$ cat src/rtl/calc_pkg.sv
// Shared types and constants for the calculator read-side datapath.
// Holds the BCD FSM state encoding and the double-dabble correction constants.
package calc_pkg;

    typedef enum logic [1:0] {
        IDLE,
        CONVERT,
        SEND
    } bcd_state_t;

    typedef logic [3:0] bcd_digit_t;

    localparam bcd_digit_t BCD_CORR_THRESH = 4'd5;
    localparam bcd_digit_t BCD_CORR_ADD    = 4'd3;

endpackage

$ cat src/rtl/dabble_nibble.sv
// Double-dabble correction for one BCD nibble: add 3 when the nibble is 5 or more,
// so that the following left shift carries correctly into the next decimal digit.
module dabble_nibble
    import calc_pkg::*;
(
    input  bcd_digit_t i_nibble,
    output bcd_digit_t o_nibble
);

    assign o_nibble = (i_nibble >= BCD_CORR_THRESH) ? bcd_digit_t'(i_nibble + BCD_CORR_ADD)
                                                    : i_nibble;

endmodule

$ cat src/rtl/bcd_digit_reader.sv
// Converts a captured binary value to BCD (one double-dabble shift per cycle) and streams
// the digits MSD first over valid/ready. Define LEADING_ZERO_BLANK_EN to skip leading zeros.
module bcd_digit_reader
    import calc_pkg::*;
#(
    parameter int width  = 8,
    parameter int digits = 3
) (
    input  logic                       clock_i,
    input  logic                       reset_i,
    input  logic                       start_i,
    input  logic [width-1:0]           value_i,
    output logic                       busy_o,
    output bcd_digit_t                 digit_o,
    output logic                       digit_valid_o,
    input  logic                       digit_ready_i,
    output logic [$clog2(digits)-1:0]  digit_idx_o,
    output logic                       last_o
);

    localparam int IDX_W = $clog2(digits);
    localparam int CNT_W = $clog2(width + 1);
    localparam int BCD_W = 4 * digits;

    if ((10 ** digits) <= (2 ** width)) begin : g_bad_params
        $error("bcd_digit_reader: digits=%0d cannot represent width=%0d", digits, width);
    end

    bcd_state_t        r_state;
    bcd_state_t        w_next_state;
    logic [width-1:0]  r_bin;
    logic [BCD_W-1:0]  r_bcd;
    logic [CNT_W-1:0]  r_cnt;
    logic [IDX_W-1:0]  r_idx;

    logic [BCD_W-1:0]       w_corr_bcd;
    logic [BCD_W+width-1:0] w_shift;
    logic [BCD_W-1:0]       w_shift_bcd;
    logic [width-1:0]       w_shift_bin;
    logic [IDX_W-1:0]       w_start_idx;
    bcd_digit_t             w_nib [digits];
    logic                   w_last_shift;
    logic                   w_xfer;

    for (genvar g = 0; g < digits; g++) begin : g_nib
        dabble_nibble u_dabble (
            .i_nibble (r_bcd[4*g +: 4]),
            .o_nibble (w_corr_bcd[4*g +: 4])
        );
        assign w_nib[g] = r_bcd[4*g +: 4];
    end

    // The top bit shifted out of the BCD field is always zero given the digits/width check.
    assign w_shift                    = {w_corr_bcd, r_bin} << 1;
    assign {w_shift_bcd, w_shift_bin} = w_shift;

    assign w_last_shift = (r_cnt == CNT_W'(1));
    assign w_xfer       = (r_state == SEND) && digit_ready_i;

`ifdef LEADING_ZERO_BLANK_EN
    bcd_digit_t w_shift_nib [digits];

    for (genvar g = 0; g < digits; g++) begin : g_shift_nib
        assign w_shift_nib[g] = w_shift_bcd[4*g +: 4];
    end

    // Start at the highest nonzero digit of the final shift result; zero sends a single digit.
    always_comb begin
        w_start_idx = '0;
        for (int k = 0; k < digits; k++) begin
            if (w_shift_nib[k] != '0) begin
                w_start_idx = IDX_W'(k);
            end
        end
    end
`else
    assign w_start_idx = IDX_W'(digits - 1);
`endif

    always_ff @(posedge clock_i or negedge reset_i) begin
        if (!reset_i) begin
            r_state <= IDLE;
        end else begin
            r_state <= w_next_state;
        end
    end

    // NOTE: default assignment first so that no path through the case leaves w_next_state
    // unassigned, which would otherwise infer a latch.
    always_comb begin
        w_next_state = r_state;
        case (r_state)
            IDLE:    if (start_i) w_next_state = CONVERT;
            CONVERT: if (w_last_shift) w_next_state = SEND;
            SEND:    if (w_xfer && (r_idx == '0)) w_next_state = IDLE;
            default: w_next_state = IDLE;
        endcase
    end

    // NOTE: sequential state uses non-blocking assignments so every register samples the
    // pre-edge values, regardless of statement order.
    always_ff @(posedge clock_i or negedge reset_i) begin
        if (!reset_i) begin
            r_bin <= '0;
            r_bcd <= '0;
            r_cnt <= '0;
            r_idx <= '0;
        end else begin
            case (r_state)
                IDLE: begin
                    if (start_i) begin
                        r_bin <= value_i;
                        r_bcd <= '0;
                        r_cnt <= CNT_W'(width);
                    end
                end
                CONVERT: begin
                    r_bcd <= w_shift_bcd;
                    r_bin <= w_shift_bin;
                    r_cnt <= r_cnt - CNT_W'(1);
                    if (w_last_shift) begin
                        r_idx <= w_start_idx;
                    end
                end
                SEND: begin
                    if (w_xfer && (r_idx != '0)) begin
                        r_idx <= r_idx - IDX_W'(1);
                    end
                end
                default: ;
            endcase
        end
    end

    assign busy_o        = (r_state != IDLE);
    assign digit_valid_o = (r_state == SEND);
    assign digit_o       = (r_state == SEND) ? w_nib[r_idx] : '0;
    assign digit_idx_o   = r_idx;
    assign last_o        = (r_state == SEND) && (r_idx == '0);

endmodule

$ cat config.mk
export PLATFORM = sky130hd
export DESIGN_NAME = bcd_digit_reader
export DESIGN_NICKNAME = d
export VERILOG_FILES = /design/src/rtl/calc_pkg.sv /design/src/rtl/dabble_nibble.sv /design/src/rtl/bcd_digit_reader.sv
export SDC_FILE = /design/constraint.sdc
export NUM_CORES = 1
export LEC_CHECK = 0
export CAP_MARGIN = 20
export CORE_UTILIZATION = 34
export DETAILED_ROUTE_END_ITERATION = 8
export DONT_BUFFER_PORTS = 1
export PLACE_DENSITY = 0.45
export REMOVE_ABC_BUFFERS = 1
export SYNTH_ARGS = -nofsm -noshare
export SYNTH_HDL_FRONTEND = slang
export SYNTH_HIERARCHICAL = 1
export SYNTH_SLANG_ARGS = --single-unit
$ cat constraint.sdc
create_clock -name clock_i -period 1.8 [get_ports clock_i]
set_input_delay 0.36 -clock clock_i [delete_from_list [all_inputs] [get_ports clock_i]]
set_output_delay 0.36 -clock clock_i [all_outputs]
set_load 0.1 [all_outputs]
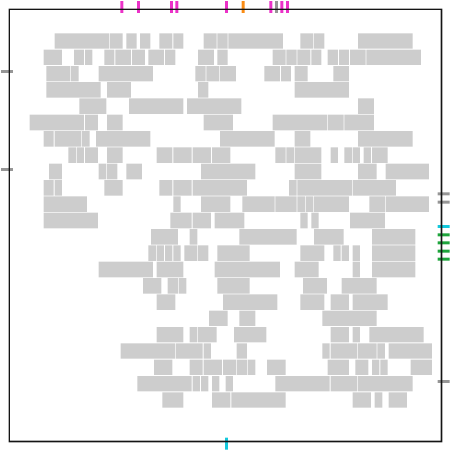
(I/O pins on the die edge)
Scale: 6 px per um. Pins as bars across the die edge, other pins in grey.
`digit_ready_i`: drawn in orange, pins 1, direction input, edge top. `digit_idx_o`: drawn in cyan, pins 2, direction output, edge 1 bottom, 1 right. `value_i`: drawn in magenta, pins 8, direction input, edge top. `digit_o`: drawn in green, pins 4, direction output, edge right.
All pins by edge: 10 top, 8 right, 2 left, 1 bottom.

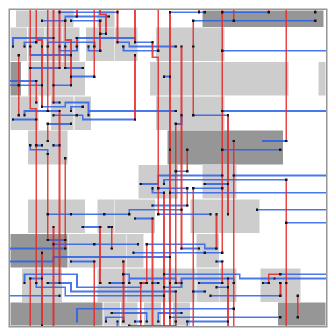
(layout detail)
Region (23, 9) to (48, 34) um. Cells in grey, sequential cells in the stronger grey; small squares are vias.
met2: drawn in red. met1: drawn in blue.
37 logic cells have their middle in the window. Most frequent: nand2_1 (8), a22o_1 (5). Netlist names of flops here include `r_bcd` (3). Sequential cells in the window: 3.

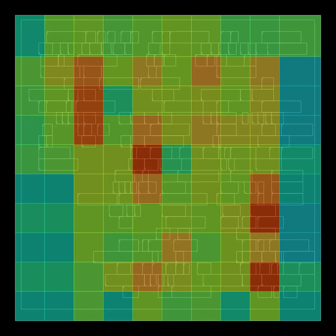
(routing congestion)
Routed wire per std cell: 14.8 um
met1 Use GR: 0.207

==> impl_metrics.csv <==
group,metric,value,unit
setup_path,worstPathArrival,1.42,ns
sta,fin_crit,1.78,ns
route,wl_met1,1.77,mm
global_routing,grt_overflow,0,
setup_path,cp.depth,4,
clock_tree,numCtsBuffers,3,
clock_tree,cts_buffer_depth,2,
pwr,clk-power,505,uW
pwr,pwr-share-clk,0.143,
route,wl_met2,1.70,mm
setup_path,end_kind,"output port",
setup_path,critPathMaxStageDelay,0.51,ns
finish,area_growth,26.1,%
finish,mostFrequentLayoutCell,"dfrtp_1",
sta,fin_crit_sh,0.990,
finish,largest_reg_flops,12,
synthesis,ys_warn_count,6,
sta,slew_headroom,0.654,
setup_path,r2r_end,"r_bcd[11]$_DFFE_PN0P_",
finish,seq_area,702,um2
sta,fmax,561,MHz
finish,seq-cell-share,0.336,
place,io_buffers,0,
global_routing,grt_pass1_vias,1284,
die,die_x,71.8,um
setup_path,critPathLaunchType,"flop",
finish,largest_class,"multi-input combinational cells",
route,ant_nets,0,
sta,rsz0062_at_grt,"yes",
finish,comb_share,0.471,
pwr,power.internal,2.04,mW
pwr,vdd_drop_max,0.783,mV
min_path,holdCritPathClass,"input port to flop",
pwr,switching_share,0.424,
clock_tree,cts.sink_count,28,
pwr,switching_power,1.50,mW
finish,buf_share,0.107,
run_status,run_status,"finished clean",
synthesis,synth_area,0.00166,mm2
global_routing,grt_max_degree,29,
sta,setup_viol,0,
setup_path,critPathLaunch,"digit_idx_o[0]$_DFFE_PN0P_",
finish,fin_area,0.00209,mm2
setup_path,required,1.44,ns
Power figures rest on the tool's default switching activity, not on a simulated workload.
